[config.mk]
export PLATFORM = sky130hd
export DESIGN_NAME = qam_sym_sched
export DESIGN_NICKNAME = d
export VERILOG_FILES = /design/src/rtl/qam_sym_sched.sv
export SDC_FILE = /design/constraint.sdc
export NUM_CORES = 1
export LEC_CHECK = 0
export CAP_MARGIN = 15
export CORE_ASPECT_RATIO = 0.9
export CORE_UTILIZATION = 60
export DETAILED_ROUTE_END_ITERATION = 16
export DONT_BUFFER_PORTS = 1
export PLACE_DENSITY = 0.76
export SYNTH_ARGS = -nofsm -noshare
export SYNTH_HDL_FRONTEND = slang
export SYNTH_SLANG_ARGS = --single-unit
[constraint.sdc]
create_clock -name axi_clk -period 3 [get_ports axi_clk]
set_input_delay 0.9 -clock axi_clk [delete_from_list [all_inputs] [get_ports axi_clk]]
set_output_delay 0.9 -clock axi_clk [all_outputs]
set_load 0.02 [all_outputs]
[src/rtl/qam_sym_sched.sv]
// 16-QAM symbol scheduler: gates the carrier generator, aligns symbol changes to
// carrier phase-zero strobes and drives Gray-mapped I/Q levels. Option: QAM_SCHED_UNDERRUN_CNT_EN.
module qam_sym_sched #(
    parameter int unsigned SYM_PERIODS = 1
) (
    input  logic       axi_clk,
    input  logic       axi_rst,
    input  logic       start,
    input  logic       stop,
    output logic       cor_en,
    input  logic       cor_zero,
    input  logic       s_sym_tvalid,
    output logic       s_sym_tready,
    input  logic [3:0] s_sym_tdata,
    output logic [2:0] m_i,
    output logic [2:0] m_q,
    output logic       m_sym_valid,
    output logic       underrun,
    output logic       busy
`ifdef QAM_SCHED_UNDERRUN_CNT_EN
    ,
    output logic [7:0] underrun_cnt
`endif
);

    localparam int unsigned CNT_W  = 4;
    localparam int unsigned LVL_W  = 3;
    localparam int unsigned UCNT_W = 8;
    localparam logic [CNT_W-1:0] PER_LAST = CNT_W'(SYM_PERIODS - 1);

    typedef enum logic [1:0] {
        IDLE = 2'd0,
        FILL = 2'd1,
        RUN  = 2'd2
    } state_t;

    state_t             state_q, state_d;
    logic [CNT_W-1:0]   per_cnt_q, per_cnt_d;
    logic               stop_pend_q, stop_pend_d;
    logic [LVL_W-1:0]   m_i_d, m_q_d;
    logic               m_valid_d;
    logic               underrun_d;
    logic               fill_start_c;
    logic               sym_bound_c;
    logic               stop_bound_c;

    // Gray-coded 2-bit field to signed amplitude level
    function automatic logic [LVL_W-1:0] gray_lvl(input logic [1:0] g);
        logic [LVL_W-1:0] lvl;
        case (g)
            2'b00:   lvl = 3'b101;
            2'b01:   lvl = 3'b111;
            2'b11:   lvl = 3'b001;
            default: lvl = 3'b011;
        endcase
        return lvl;
    endfunction

    // Next-state, symbol-slot decode and output datapath
    always_comb begin
        state_d      = state_q;
        per_cnt_d    = per_cnt_q;
        stop_pend_d  = stop_pend_q;
        fill_start_c = 1'b0;
        sym_bound_c  = 1'b0;
        stop_bound_c = 1'b0;
        m_i_d        = m_i;
        m_q_d        = m_q;
        m_valid_d    = m_sym_valid;
        underrun_d   = 1'b0;
        s_sym_tready = 1'b0;

        case (state_q)
            IDLE: begin
                if (start && !stop) begin
                    state_d      = FILL;
                    per_cnt_d    = '0;
                    stop_pend_d  = 1'b0;
                    fill_start_c = 1'b1;
                end
            end
            FILL: begin
                if (stop) begin
                    state_d = IDLE;
                end else if (cor_zero) begin
                    state_d     = RUN;
                    per_cnt_d   = '0;
                    sym_bound_c = 1'b1;
                end
            end
            RUN: begin
                if (stop) begin
                    stop_pend_d = 1'b1;
                end
                if (cor_zero) begin
                    if (per_cnt_q == PER_LAST) begin
                        per_cnt_d = '0;
                        if (stop_pend_q) begin
                            state_d      = IDLE;
                            stop_pend_d  = 1'b0;
                            stop_bound_c = 1'b1;
                        end else begin
                            sym_bound_c = 1'b1;
                        end
                    end else begin
                        per_cnt_d = per_cnt_q + 1'b1;
                    end
                end
            end
            default: state_d = IDLE;
        endcase

        // A symbol is never accepted in a reset cycle
        s_sym_tready = sym_bound_c && !axi_rst;

        if (sym_bound_c) begin
            if (s_sym_tvalid) begin
                m_i_d     = gray_lvl(s_sym_tdata[3:2]);
                m_q_d     = gray_lvl(s_sym_tdata[1:0]);
                m_valid_d = 1'b1;
            end else begin
                m_i_d      = '0;
                m_q_d      = '0;
                m_valid_d  = 1'b0;
                underrun_d = 1'b1;
            end
        end else if (stop_bound_c) begin
            m_i_d     = '0;
            m_q_d     = '0;
            m_valid_d = 1'b0;
        end
    end

    // State and registered outputs
    always_ff @(posedge axi_clk) begin
        if (axi_rst) begin
            state_q     <= IDLE;
            per_cnt_q   <= '0;
            stop_pend_q <= 1'b0;
            cor_en      <= 1'b0;
            busy        <= 1'b0;
            m_i         <= '0;
            m_q         <= '0;
            m_sym_valid <= 1'b0;
            underrun    <= 1'b0;
        end else begin
            state_q     <= state_d;
            per_cnt_q   <= per_cnt_d;
            stop_pend_q <= stop_pend_d;
            cor_en      <= (state_d != IDLE);
            busy        <= (state_d != IDLE);
            m_i         <= m_i_d;
            m_q         <= m_q_d;
            m_sym_valid <= m_valid_d;
            underrun    <= underrun_d;
        end
    end

`ifdef QAM_SCHED_UNDERRUN_CNT_EN
    // Saturating underrun counter, restarted with each transmission
    always_ff @(posedge axi_clk) begin
        if (axi_rst) begin
            underrun_cnt <= '0;
        end else if (fill_start_c) begin
            underrun_cnt <= '0;
        end else if (underrun_d && (underrun_cnt != {UCNT_W{1'b1}})) begin
            underrun_cnt <= underrun_cnt + 1'b1;
        end
    end
`endif

endmodule
Run 1, signal metal coverage by tile:
The bar under the picture is 10 um long. 9 x 8 tiles, from dark blue (low) to red (high), scaled to the fullest tile. Values are wire area over tile area, all layers added.
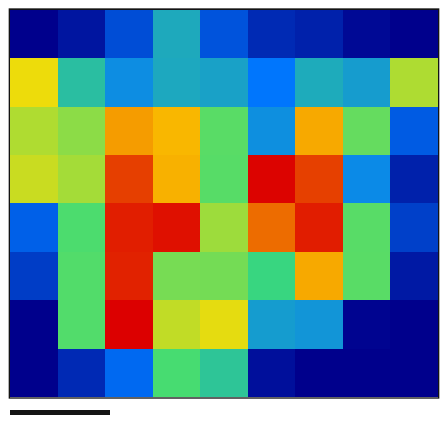
fullest tile = 0.31
nearly empty tiles = 14%
densest ninth of the die = middle
emptiest ninth of the die = bottom right
mean over tiles = 0.14
tiles over half the peak = 47%

Run 1, cell classes on the final placement:
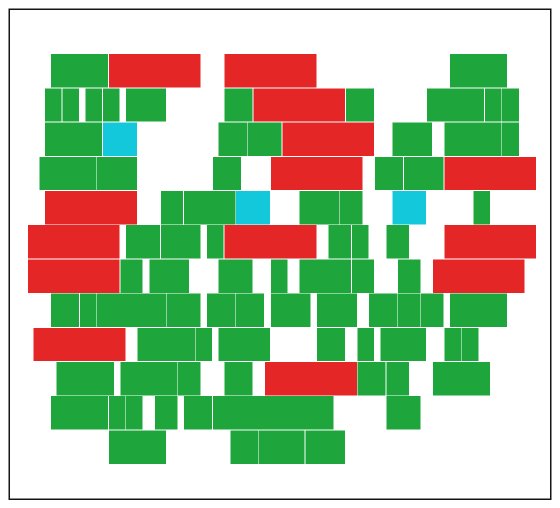
cyan -> clock drivers  # cells 3
red -> sequential cells  # cells 14
green -> combinational and other logic  # cells 79

==> impl_metrics.csv, run 1 <==
group,metric,value,unit
flow_run,maxCapViolCount,0,
die,io_pins,21,
placed_design,globalplace.congestion,0.8240,
logic_synthesis,ys_sh_mux,1.245,%
global_route,grt_pass1_vias,559,
logic_synthesis,aoi_share,22.82,%
routing,drtIter0Drc,2,
min_path,whs_path_depth,2,
final_layout,diodes,0,
final_timing,hold_viol_final,0,
power_and_ir_drop,p_int,0.0002575,W
outcome,status,"finished clean",
power_and_ir_drop,power.share.clock,29.3,%
final_layout,final_cells,110,
die,coreArea,0.001321,mm2
logic_synthesis,synth_cell_types,35,
power_and_ir_drop,pg_comb,0.0000468,W
power_and_ir_drop,peakVddDrop,0.0002990,V
logic_synthesis,ys_seq_share,30.98,%
clocking,post_cts_resized,0,
final_timing,setup_violations,0,
clocking,root_buffer,"clkbuf_4",
min_path,whs_endpoint,"per_cnt_q[0]",
power_and_ir_drop,top_power_group,"registers",
logic_synthesis,ys_area,904.6,um2
final_timing,drv_slew,0,
final_timing,rsz0062_at_grt,"false",
critical_path,cp-startpoint,"state_q[0]",
die,die-area,0.001667,mm2
logic_synthesis,syn_nets,120,
final_timing,max_freq,0.3836,GHz
logic_synthesis,syn-mean-instance-area,9.326,um2
placed_design,post-dp-hpwl,1123,um
power_and_ir_drop,power.leakage,0.3997,nW
power_and_ir_drop,power.density,372.3,mW/mm2
critical_path,critPathCapture,"s_sym_tready",
clocking,postCtsSetupRepairBufs,0,
critical_path,start_kind,"flip-flop",
clocking,clk_pin_slew_worst_paths,0.07,ns
power_and_ir_drop,sw_frac_of_total,24.68,%
final_timing,worstMarginPinSlew,0.5964,ns
final_timing,skew,0.0008272,ns
critical_path,endpoint_kind,"output port",
die,fp_util,68.47,%
logic_synthesis,yosys_warnings,0,
critical_path,cp.required,2.10,ns
global_route,antenna_found_initial,0,
critical_path,worstPathArrival,1.71,ns
global_route,grt-ovfl-total,0,
min_path,holdCritStartpoint,"per_cnt_q[0]",
power_and_ir_drop,p_switching,0.00008439,W
critical_path,rr_startpoint,"state_q[0]",
final_layout,area_growth,1.521,%
flow_run,log.warning_count,35,
Run 1, congestion heat map:
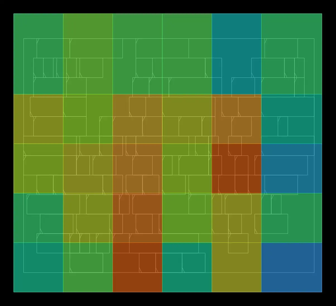
M3 GR Usage: 7.944%
Total GRT Usage: 19.39%
met2 Use GR: 31.82%
fin util: 69.51%
GR Layer Usage met1: 23.94%

==> run 1: cell usage in the layout (no fill, tap or decap), drive strengths merged <==
cell,n
o21a,1
mux2,1
nor3,1
o22ai,1
nand2,2
o2bb2ai,1
dfxtp,14
or2b,1
a221oi,2
inv,9
ha,13
nor2,7
a41o,1
a21bo,1
clkbuf,3
or2,2
nand3b,1
a21o,1
a21oi,7
a211oi,1
a22o,4
nand3,3
nand4bb,2
a31oi,1
o21ai,2
nor2b,3
or3b,1
a31o,1
a2111oi,1
and2,2
nand2b,6
==> run 1: per-stage QoR <==
stage	setup WS [ns]	power, W	instance area [um2]
after floorplan	0.6343	0.0002427	904.6
after global placement	0.5726	0.0002453	895.9
after detailed placement	0.5769	0.0002459	895.9
after CTS	0.3783	0.0003470	918.4
after global routing	0.2848	0.0003656	918.4
final	0.3932	0.0003419	918.4
==> run 1: synth_stat cells (2+ instances only) <==
master	count	area share (%)
ha_1	13	18
a21oi_1	7	3.9
nand4bb_1	2	2.5
dfxtp_1	14	31
nor2_1	7	2.9
a22o_1	4	3.9
nand2_1	2	0.83
and2_1	2	1.4
buf_4	3	2.5
nor2b_1	3	2.1
nand2b_1	6	4.1
nand3_1	3	1.7
inv_1	9	3.7
==> run 1: worst max-delay path: cells and delay by family (launching register included) <==
kind	cells	cell delay, ns
compound gates	1	0.47
simple gates	1	0.19
buf+inv	1	0.09
flops	1	0.35
fa+ha+maj	1	0.34
==> run 1: final cells by class <==
type / instances / area (um2)
clock buffers: 3 / 22.52
fillers: 110 / 402.9
inverters: 9 / 33.78
multi-input cells: 70 / 564.3
flip-flops and latches: 14 / 280.3
well taps: 14 / 17.52
Run 1, metal layers overlaid:
The bar under the picture is 10 um long.
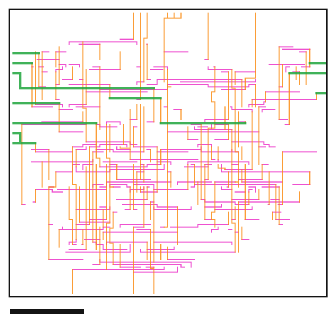

==> run 1 -> run 2 <==
--- a/config.mk
+++ b/config.mk
@@ -5,12 +5,14 @@
 export SDC_FILE = /design/constraint.sdc
 export NUM_CORES = 1
 export LEC_CHECK = 0
+export ABC_AREA = 1
 export CAP_MARGIN = 15
 export CORE_ASPECT_RATIO = 0.9
 export CORE_UTILIZATION = 60
 export DETAILED_ROUTE_END_ITERATION = 16
 export DONT_BUFFER_PORTS = 1
 export PLACE_DENSITY = 0.76
+export SLEW_MARGIN = 20
 export SYNTH_ARGS = -nofsm -noshare
 export SYNTH_HDL_FRONTEND = slang
 export SYNTH_SLANG_ARGS = --single-unit
Run 2, metal layers overlaid:
The bar under the picture is 10 um long.
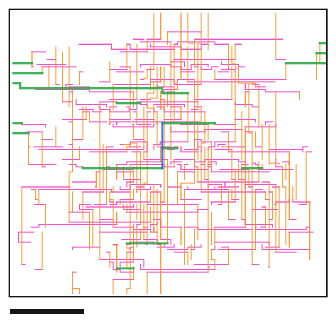
magenta -> metal 1  # wire length 816 um
orange -> metal 2  # wire length 836 um
green -> metal 3  # wire length 75.7 um
blue -> metal 4  # wire length 6.10 um

Run 2, congestion heat map:
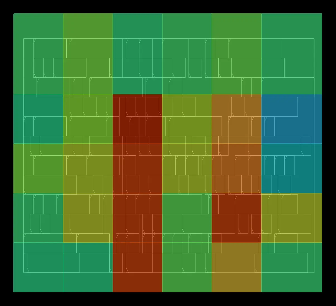
most used routing layer: met2
met2 Use GR: 41.67%

==> impl_metrics.csv, run 2 <==
group,metric,value,unit
outcome,status,"finished clean",
final_timing,rsz0062_at_grt,"false",
critical_path,path_buffers,2,
global_route,antenna_found_initial,0,
clocking,htree_num_levels,1,
final_timing,hold_viol_final,0,
placed_design,globalplace.congestion,0.9368,
final_timing,layout_setup_ws,0.2207,ns
power_and_ir_drop,peakVddDrop,0.0002907,V
final_layout,combGateArea,523.0,um2
flow_run,log.warning_count,36,
logic_synthesis,synth.most_common_cell,"nand2_1",
flow_run,maxCapViolCount,0,
critical_path,cp-startpoint,"state_q[0]",
critical_path,worstPathArrival,1.88,ns
logic_synthesis,ys_area,904.6,um2
min_path,whs_endpoint,"per_cnt_q[3]",
global_route,grt_util_all_layers,22.32,%
min_path,holdCritStartpoint,"per_cnt_q[3]",
final_layout,area_growth,3.043,%
logic_synthesis,synth-edff-count,0,
routing,drtPass1Iterations,4,
critical_path,rr_startpoint,"state_q[0]",
logic_synthesis,yosys_warnings,0,
final_timing,max_freq,0.3598,GHz
logic_synthesis,ys_seq_share,30.98,%
placed_design,post-dp-hpwl,1342,um
global_route,grt-ovfl-total,0,
final_timing,post-route-period-util,92.64,%
final_timing,skew,0.0005980,ns
critical_path,reg2regPathDepth,9,
final_layout,ff_latch_area,280.3,um2
routing,dr_total_vias,800,
die,io_pins,21,
die,fp_util,68.47,%
final_layout,diodes,0,
final_layout,lay_top_cells,"nand2_1 (20), nand3_1 (19), inv_1 (18)",
die,die-area,0.001667,mm2
critical_path,cpLargestDelayFamily,"simple AND/OR/NAND/NOR gates",
final_timing,worstMarginPinSlew,0.6225,ns
die,coreArea,0.001321,mm2
min_path,whs_path_depth,2,
clocking,postCtsSetupRepairBufs,0,
logic_synthesis,syn_nets,149,
final_layout,final_common_cell,"nand2_1",
final_layout,top_register,"per_cnt_q",
logic_synthesis,top_area_share,30.98,%
placed_design,post-place-ws,0.3913,ns
global_route,grt_max_degree,13,
critical_path,endpoint_kind,"output port",
final_timing,setup_violations,0,
critical_path,cp.required,2.10,ns
clocking,post_cts_resized,0,
logic_synthesis,common_cells,"nand2_1 (20), nand3_1 (19), inv_1 (18)",
clocking,cts_buffers,3,
final_layout,drive_gt1_share,7.937,%
global_route,grt_pass1_vias,656,
routing,drtIter0Drc,29,
power_and_ir_drop,power.density,415.2,mW/mm2
logic_synthesis,top_area_cell,"dfxtp_1",
final_layout,fillerInstances,129,
final_timing,drv_slew,0,
power_and_ir_drop,power,0.0003871,W
logic_synthesis,synth_cell_types,19,
clocking,clk_pin_slew_worst_paths,0.08,ns
logic_synthesis,area_leaders,"dfxtp_1 (31%), ha_1 (18%), nand3_1 (11%)",
critical_path,start_kind,"flip-flop",
==> run 2: worst max-delay path by stage <==
stage	depth (start not counted)	end
6_report	8	s_sym_tready
2_1_floorplan	5	s_sym_tready
5_1_grt	8	s_sym_tready
3_5_place_dp	5	s_sym_tready
4_1_cts	8	s_sym_tready
3_3_place_gp	5	s_sym_tready
==> run 2: logic make-up after synthesis <==
logic type      share of synthesized area [%]
simple gates                            30.01
fa+ha+maj                               17.98
buf+inv                                 11.20
xor+xnor                               0.9684
flops                                   30.98
compound gates                          8.851
==> run 2: routing by layer <==
metal	vias up	track usage (%)
li1	405	-
met1	372	24.23
met2	20	41.67
met3	3	7.477
met4	0	6.818
met5	-	0
==> run 2: through the flow <==
step                      cell area (um2)  cells  utilization [%]
after global routing                932.1    140            70.55
after detailed placement            895.9    136            67.80
after global placement              895.9    136            67.80
after floorplan                     904.6    126                -
final                               932.1    140            70.55
after CTS                           932.1    140            70.55
==> run 2: tightest hold or removal path: cells and delay by family, from the launching register on <==
| family | cells | cell delay (ns) |
|---|---|---|
| flip-flops | 1 | 0.34 |
| AND/OR/NAND/NOR | 1 | 0.07 |
| AND-OR/OR-AND | 1 | 0.05 |
==> run 2: area by class of cell <==
cell class                      instances  share of cell area [%]
Tap cell                               14                   1.879
Inverter                               20                   8.054
Sequential cell                        14                   30.07
Clock buffer                            4                   3.893
Multi-Input combinational cell         88                   56.11
==> run 2: power by group <==
part	switching [W]	leakage [nW]	internal (W)
registers	0.00000832	0.113	0.000190
logic	0.0000344	0.317	0.0000180
clock network	0.0000621	0.0210	0.0000739
total	0.000105	0.451	0.000282
Power is estimated from default activity; no workload was simulated.
